===== config.mk =====
export PLATFORM = sky130hd
export DESIGN_NAME = vga_vtiming_gen
export DESIGN_NICKNAME = d
export VERILOG_FILES = /design/src/rtl/vga_timing_pkg.sv /design/src/rtl/vga_mod_counter.sv /design/src/rtl/vga_vtiming_gen.sv
export SDC_FILE = /design/constraint.sdc
export NUM_CORES = 1
export LEC_CHECK = 0
export CAP_MARGIN = 30
export CELL_PAD_IN_SITES_DETAIL_PLACEMENT = 1
export CELL_PAD_IN_SITES_GLOBAL_PLACEMENT = 1
export CORE_ASPECT_RATIO = 1.2
export CORE_MARGIN = 1.5
export CORE_UTILIZATION = 43
export DETAILED_ROUTE_END_ITERATION = 7
export PLACE_DENSITY_LB_ADDON = 0.1
export SYNTH_ARGS = -nofsm -noshare
export SYNTH_HDL_FRONTEND = slang
export SYNTH_SLANG_ARGS = --single-unit

===== constraint.sdc =====
create_clock -name CLK -period 3.1 [get_ports CLK]
set_input_delay 0.465 -clock CLK [delete_from_list [all_inputs] [get_ports CLK]]
set_output_delay 0.465 -clock CLK [all_outputs]
set_load 0.01 [all_outputs]

===== src/rtl/vga_timing_pkg.sv =====
// ---------------------------------------------------------------------------
// vga_timing_pkg
// Shared VGA timing definitions:
//   - default 640x480@60 vertical and horizontal phase lengths
//   - vertical phase encoding (2 bits)
//   - v_total() helper that sums the four vertical phase lengths
// ---------------------------------------------------------------------------
package vga_timing_pkg;

    // Vertical defaults (lines)
    localparam int DEF_V_ACTIVE = 480;
    localparam int DEF_V_FP     = 10;
    localparam int DEF_V_SYNC   = 2;
    localparam int DEF_V_BP     = 33;

    // Horizontal defaults (pixels)
    localparam int DEF_H_ACTIVE = 640;
    localparam int DEF_H_FP     = 16;
    localparam int DEF_H_SYNC   = 96;
    localparam int DEF_H_BP     = 48;

    // Row / phase counter width; frame height is limited to 2**ROW_W lines
    localparam int ROW_W = 10;

    typedef enum logic [1:0] {
        VPH_ACTIVE = 2'd0,
        VPH_FRONT  = 2'd1,
        VPH_SYNC   = 2'd2,
        VPH_BACK   = 2'd3
    } vphase_e;

    function automatic int v_total(input int act, input int fp, input int syn, input int bp);
        return act + fp + syn + bp;
    endfunction

endpackage


===== src/rtl/vga_mod_counter.sv =====
// ---------------------------------------------------------------------------
// vga_mod_counter
// Modulo counter with enable, synchronous clear and terminal-count flag.
// The terminal value is either the elaboration-time constant N-1
// (USE_LIMIT=0) or the runtime input limit_i (USE_LIMIT=1).
//
// Ports:
//   clk_i    clock, rising edge
//   rst_ni   asynchronous clear, active-low
//   en_i     advance by one (wrapping to 0 after the terminal value)
//   clr_i    synchronous clear to 0, overrides en_i
//   limit_i  runtime terminal value (used only when USE_LIMIT=1)
//   count_o  current count (registered)
//   tc_o     high while count_o is at (or beyond) the terminal value
// ---------------------------------------------------------------------------
module vga_mod_counter #(
    parameter int WIDTH     = 10,
    parameter int N         = 1024,
    parameter bit USE_LIMIT = 1'b0
) (
    input  logic             clk_i,
    input  logic             rst_ni,
    input  logic             en_i,
    input  logic             clr_i,
    input  logic [WIDTH-1:0] limit_i,
    output logic [WIDTH-1:0] count_o,
    output logic             tc_o
);

    logic [WIDTH-1:0] count_q;
    logic [WIDTH-1:0] count_d;
    logic [WIDTH-1:0] last_val;

    assign last_val = USE_LIMIT ? limit_i : WIDTH'(N - 1);

    // ">=" rather than "==" so a count that somehow lands past the limit
    // (e.g. the limit shrank under it) still wraps on the next enable.
    assign tc_o    = (count_q >= last_val);
    assign count_o = count_q;

    always_comb begin
        count_d = count_q;
        if (clr_i) begin
            count_d = '0;
        end else if (en_i) begin
            count_d = tc_o ? '0 : count_q + 1'b1;
        end
    end

    always_ff @(posedge clk_i or negedge rst_ni) begin
        if (!rst_ni) begin
            count_q <= '0;
        end else begin
            count_q <= count_d;
        end
    end

endmodule


===== src/rtl/vga_vtiming_gen.sv =====
// ---------------------------------------------------------------------------
// vga_vtiming_gen
// Vertical timing stage. Each cycle LineTick is high counts one line; the
// block walks ACTIVE -> FRONT -> SYNC -> BACK and produces registered
// vertical sync, active qualifier, row index and a frame-start pulse.
//
// Ports:
//   CLK         pixel clock, rising edge
//   Reset_n     asynchronous reset, active-low
//   LineTick    end-of-line strobe from the horizontal timing
//   VSync       vertical sync, at SYNC_POL during the SYNC phase
//   VActive     high during visible lines
//   Row         line index in frame, 0..V_TOTAL-1
//   FrameStart  one-cycle pulse in the cycle Row returns to 0
// ---------------------------------------------------------------------------
module vga_vtiming_gen
    import vga_timing_pkg::*;
#(
    parameter int V_ACTIVE = DEF_V_ACTIVE,
    parameter int V_FP     = DEF_V_FP,
    parameter int V_SYNC   = DEF_V_SYNC,
    parameter int V_BP     = DEF_V_BP,
    parameter bit SYNC_POL = 1'b0
) (
    input  logic             CLK,
    input  logic             Reset_n,
    input  logic             LineTick,
    output logic             VSync,
    output logic             VActive,
    output logic [ROW_W-1:0] Row,
    output logic             FrameStart
);

    localparam int V_TOTAL = v_total(V_ACTIVE, V_FP, V_SYNC, V_BP);

    generate
        if (V_TOTAL > (1 << ROW_W) || V_ACTIVE < 1 || V_FP < 1 || V_SYNC < 1 || V_BP < 1) begin : g_bad_cfg
            $error("vga_vtiming_gen: every phase must be >= 1 line and the frame <= 1024 lines");
        end
    endgenerate

    vphase_e          state_q;
    vphase_e          state_d;
    logic [ROW_W-1:0] phase_limit;
    logic [ROW_W-1:0] phase_cnt;
    logic             phase_tc;
    logic             row_tc;
    logic             recover;
    logic             vsync_q;
    logic             vsync_d;
    logic             vactive_q;
    logic             vactive_d;
    logic             frame_start_q;
    logic             frame_start_d;

    // Terminal value of the phase counter for the phase currently running
    always_comb begin
        phase_limit = '0;
        case (state_q)
            VPH_ACTIVE: phase_limit = ROW_W'(V_ACTIVE - 1);
            VPH_FRONT:  phase_limit = ROW_W'(V_FP - 1);
            VPH_SYNC:   phase_limit = ROW_W'(V_SYNC - 1);
            VPH_BACK:   phase_limit = ROW_W'(V_BP - 1);
            default:    phase_limit = '0;
        endcase
    end

    vga_mod_counter #(
        .WIDTH     (ROW_W),
        .N         (1 << ROW_W),
        .USE_LIMIT (1'b1)
    ) u_phase_cnt (
        .clk_i   (CLK),
        .rst_ni  (Reset_n),
        .en_i    (LineTick),
        .clr_i   (recover),
        .limit_i (phase_limit),
        .count_o (phase_cnt),
        .tc_o    (phase_tc)
    );

    vga_mod_counter #(
        .WIDTH     (ROW_W),
        .N         (V_TOTAL),
        .USE_LIMIT (1'b0)
    ) u_row_cnt (
        .clk_i   (CLK),
        .rst_ni  (Reset_n),
        .en_i    (LineTick),
        .clr_i   (recover),
        .limit_i ('0),
        .count_o (Row),
        .tc_o    (row_tc)
    );

    // Phase count and row wrap are implied by the state walk; kept for debug.
    logic unused_ok;
    assign unused_ok = ^{phase_cnt, row_tc};

    // Next-state and registered-output decode
    always_comb begin
        state_d       = state_q;
        recover       = 1'b0;
        frame_start_d = 1'b0;
        if (LineTick) begin
            case (state_q)
                VPH_ACTIVE: if (phase_tc) state_d = VPH_FRONT;
                VPH_FRONT:  if (phase_tc) state_d = VPH_SYNC;
                VPH_SYNC:   if (phase_tc) state_d = VPH_BACK;
                VPH_BACK: begin
                    if (phase_tc) begin
                        state_d       = VPH_ACTIVE;
                        frame_start_d = 1'b1;
                    end
                end
                default: begin
                    // Corrupted state: restart the frame from row 0
                    state_d = VPH_ACTIVE;
                    recover = 1'b1;
                end
            endcase
        end
        vactive_d = (state_d == VPH_ACTIVE);
        vsync_d   = (state_d == VPH_SYNC) ? SYNC_POL : ~SYNC_POL;
    end

    always_ff @(posedge CLK or negedge Reset_n) begin
        if (!Reset_n) begin
            state_q       <= VPH_ACTIVE;
            vactive_q     <= 1'b1;
            vsync_q       <= ~SYNC_POL;
            frame_start_q <= 1'b0;
        end else begin
            state_q       <= state_d;
            vactive_q     <= vactive_d;
            vsync_q       <= vsync_d;
            frame_start_q <= frame_start_d;
        end
    end

    assign VActive    = vactive_q;
    assign VSync      = vsync_q;
    assign FrameStart = frame_start_q;

endmodule


==> images/util_map.png <==
Scale: 6 px per micron. The die is cut into 6 by 7 equal tiles; black is low, pale yellow is high, 0 to 100% covered.
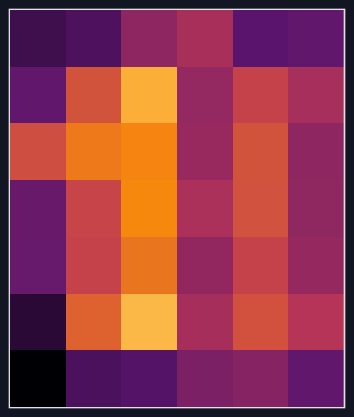
- emptiest ninth of the die: bottom left
- densest ninth of the die: middle
- nearly empty tiles: 2.4%

==> images/m2.png <==
Scale: 6 px per micron.
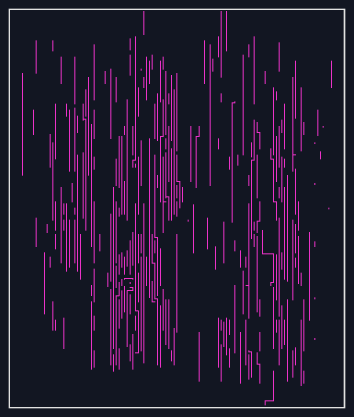
- share of all routed wire: 52%
- main direction: vertical
- wire length on this layer: 1670 microns
- longest straight run: 26.9 microns
- nets with wire on the layer: 152

==> images/ff_map.png <==
Scale: 6 px per micron. Other sequential cells in the stronger grey, the rest of the logic in the fainter grey.
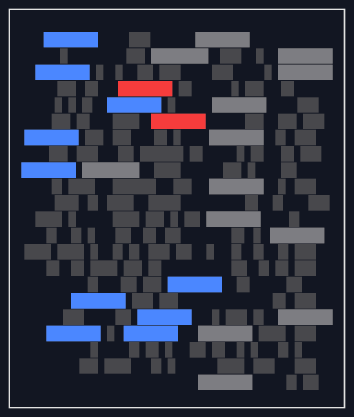
- red: state_q (flops 2)
- blue: u_phase_cnt.count_o (flops 10)

==> images/floorplan.png <==
Scale: 6 px per micron. Pins as bars on the die edge.
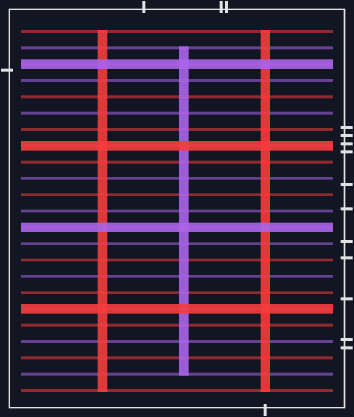
- red: VSS
- purple: VDD
- met1 rails: 23
- met5 straps: 4

-- flip-flops by register name, indices dropped and copies added (netlist names) --
signal,flops
state_q,2
u_row_cnt.count_o,10
u_phase_cnt.count_o,10
VActive,1
FrameStart,1
VSync,1
-- routing by layer --
metal / up-vias / track usage (%) / share of wire [%]
met3: 6 / 3.72 / 3.2
met4: 0 / 10.1 / 2.0
li1: 538 / - / -
met2: 27 / 36.3 / 52
met5: - / 0 / 0
met1: 561 / 21.1 / 42
-- cell usage in the layout, fill, tap and decap left out, types with 4 or more instances in the layout --
cell type        count
a21oi_1              4
clkdlybuf4s50_1     15
dfrtp_1             23
ha_1                12
inv_1                6
mux2i_1              4
nand2_1              5
nand3_1             10
nor2_1              16
nor2b_1              5
o21ai_0              6
o31ai_1              4
xnor2_1              7
-- through the flow --
step                util (%)  worst slack, ns  power, W  std cells  cell area [sq um]
floorplan                  -            0.830   0.00110        139               1430
global placement        52.3            0.726   0.00132        189               1630
detailed placement      52.3            0.579   0.00137        189               1630
CTS                     53.3            0.537   0.00153        193               1660
global route            53.3            0.369   0.00165        193               1660
finish                  53.3            0.562   0.00151        193               1660
-- how the worst max path moves through the flow --
stage,to,cells past startpoint
global placement,FrameStart,7
global route,VActive,6
detailed placement,VActive,6
CTS,VActive,6
floorplan,state_q[0],7
finish,VActive,6
-- final cells by class --
type | count | area, sq um
Clock buffer | 3 | 22.5
Clock inverter | 1 | 7.51
Fill cell | 363 | 1450
Inverter | 6 | 22.5
Multi-Input combinational cell | 105 | 767
Sequential cell | 25 | 628
Tap cell | 36 | 45.0
Timing Repair Buffer | 17 | 165
-- where the power goes --
group / switching [W] / internal, W
Combinational: 0.000420 / 0.000376
Sequential: 0.000129 / 0.000436
Clock: 0.000103 / 0.0000494
-- critical path, cell delays in order (launching register included) --
cell      delay, ns
dfrtp_1        0.47
or2_2          0.41
ha_1           0.37
nand4b_1       0.28
and2_4         0.28
a211oi_4       0.43
mux2i_1        0.24
-- kinds of logic (layout without fill, tap and decap cells) --
logic type | after synthesis | after routing | synth area share (%)
simple gates | 48 | 48 | 16.8
mux | 4 | 4 | 2.80
flops | 25 | 25 | 44.0
xor+xnor | 10 | 10 | 6.13
fa+ha+maj | 12 | 12 | 10.5
compound gates | 31 | 31 | 17.4
buf+inv | 9 | 27 | 2.36
==> run summary <==
Flow results follow.

The run finished with clean final reports. The most used flip-flop cell after synthesis is dfrtp_1. According to the timing report, the data required time at the worst endpoint equals 3.37 ns.

The proportion of layout cells with a drive suffix above 1 is 8.92%. The most area-hungry cell type in the Yosys netlist is dfrtp_1. The floorplan utilization is 45.9%. Per the CTS log, the maximum H-tree level is 1. The arrival time reported for the critical path endpoint is 2.81 ns. The antenna violation net count after detailed routing is 0.

0 antenna diodes ended up in the layout. The detailed router placed 1132 vias in this run. STA classifies the critical path startpoint as a flip-flop.

The critical path class is flip-flop to flip-flop. The clock-pin slew on the worst setup and hold paths is 0.15 ns. After synthesis, flip-flops and latches occupy 44.0% of the total area.

The number of maximum-capacitance violations recorded for the run is 0. The post-synthesis average cell area is 10.3 sq um. The fraction of registers with async set/reset is 100%.

The horizontal die size is 55.6 microns. The number of nets produced by synthesis is 154. The number of global-route vias before repair is 1208. The critical register-to-register path startpoint is state_q[1]. In the log, the iteration count for the first detailed-route pass is 4. Measured in cells, the most critical reg-to-reg path has a length of 6. Across the routed clock network, the largest skew measured is 0.00999 ns. The critical-path maximum fanout is 9. The placement report lists the number of port buffers as 15. Measured against its own limit, the worst slew margin works out to 51.4%. The post-layout period usage of the worst path is 81.9%. According to the floorplan report, the placeable core area is 0.00311 sq mm. Counting the buffers created by CTS gives 3. Counting distinct cell types in the post-synthesis netlist gives 35. The script logs the ratio of routed vias to standard cells as 5.87. The path class of the lowest-slack min-delay path is primary input to asynchronous set/reset pin. The wire-length estimate of the detail-placed layout is 2.41 mm. The count of standard-cell rows is 22. The post-synth area from yosys stat is 0.00143 sq mm.

The first global-routing pass estimated 5.53 mm of wire. The flip-flop and latch count after synthesis is 25. The number of pins with negative max-slew slack in the final report is 0. Setup repair after global routing left no endpoint under its margin. The pin closest to its max-slew limit shows a slew of 0.722 ns. Dividing total power by cell area gives a power density of 913 mW/mm^2. The cell total in the yosys stat output is 139.

Counting every instance in the synthesized netlist gives 139. The number of gates resized after CTS was 0. The CTS tree is built. The floorplan die area is 0.00368 sq mm. The routed wire length per instance is 16.6 microns. Endpoints failing hold in the final report were tallied at 0.

For the worst reg-to-reg path, the endpoint reported by OpenROAD is VActive. The count of endpoints failing setup in the final report is 0. The tree is rooted in a clkbuf_4. Across all hold checks on the routed design, the worst slack comes to 0.487 ns. The later-pin clock latency in the skew report is 0.33 ns. The maximum clock path buffer count is 2. Per the gpl log, the routability congestion estimate is 0.734. The number of logged tool warnings is 28. The total wirelength of the detailed-routed design is 3.20 mm. The static leakage is 0.725 nW. The count of nets after finishing is 173. The synthesis stats list as the most numerous cell dfrtp_1. The number of clock sinks seen by CTS is 25.

The maximum operating frequency is 0.394 GHz. The post-CTS setup buffer count is 0. The worst path needs 2.54 ns of the cycle, external delays included. The total routing usage reported by global routing is 19.6%. The total negative setup slack is 0 ns. For this block, the initial DRC count from the detailed router was 5. For reference, the top cells by count after synthesis are dfrtp_1, nor2_1, ha_1, nand3_1, xnor2_1.

The critical path endpoint category is a flip-flop. The number of remaining DRC errors is 0. The pin count of the biggest net entering global routing is 26. The synthesized design devotes to its leading area cell type 40.3% of total area. The largest vdd supply drop is 619 uV. The post-synth tally of flip-flops with integrated enable is 0. Relative to the synthesized area, the layout overhead comes to 16.0%. The synthesis report lists the most area-consuming cells as dfrtp_1, ha_1, xnor2_1.

From bottom edge to top edge, the die measures 66.1 microns. Hold repair after CTS inserted 0 buffers. For this design the top-level I/O count stands at 16. For flop-to-flop paths, the worst setup slack is 0.56 ns. The initial antenna violation count came to 0. The area of the mapped netlist is 0.00143 sq mm. The overflow left after global routing is 0. Tracing the worst setup path back leads to its startpoint at state_q[1]. The number of warnings reported in the yosys synthesis log is 0.
Power and IR drop assume default switching activity.
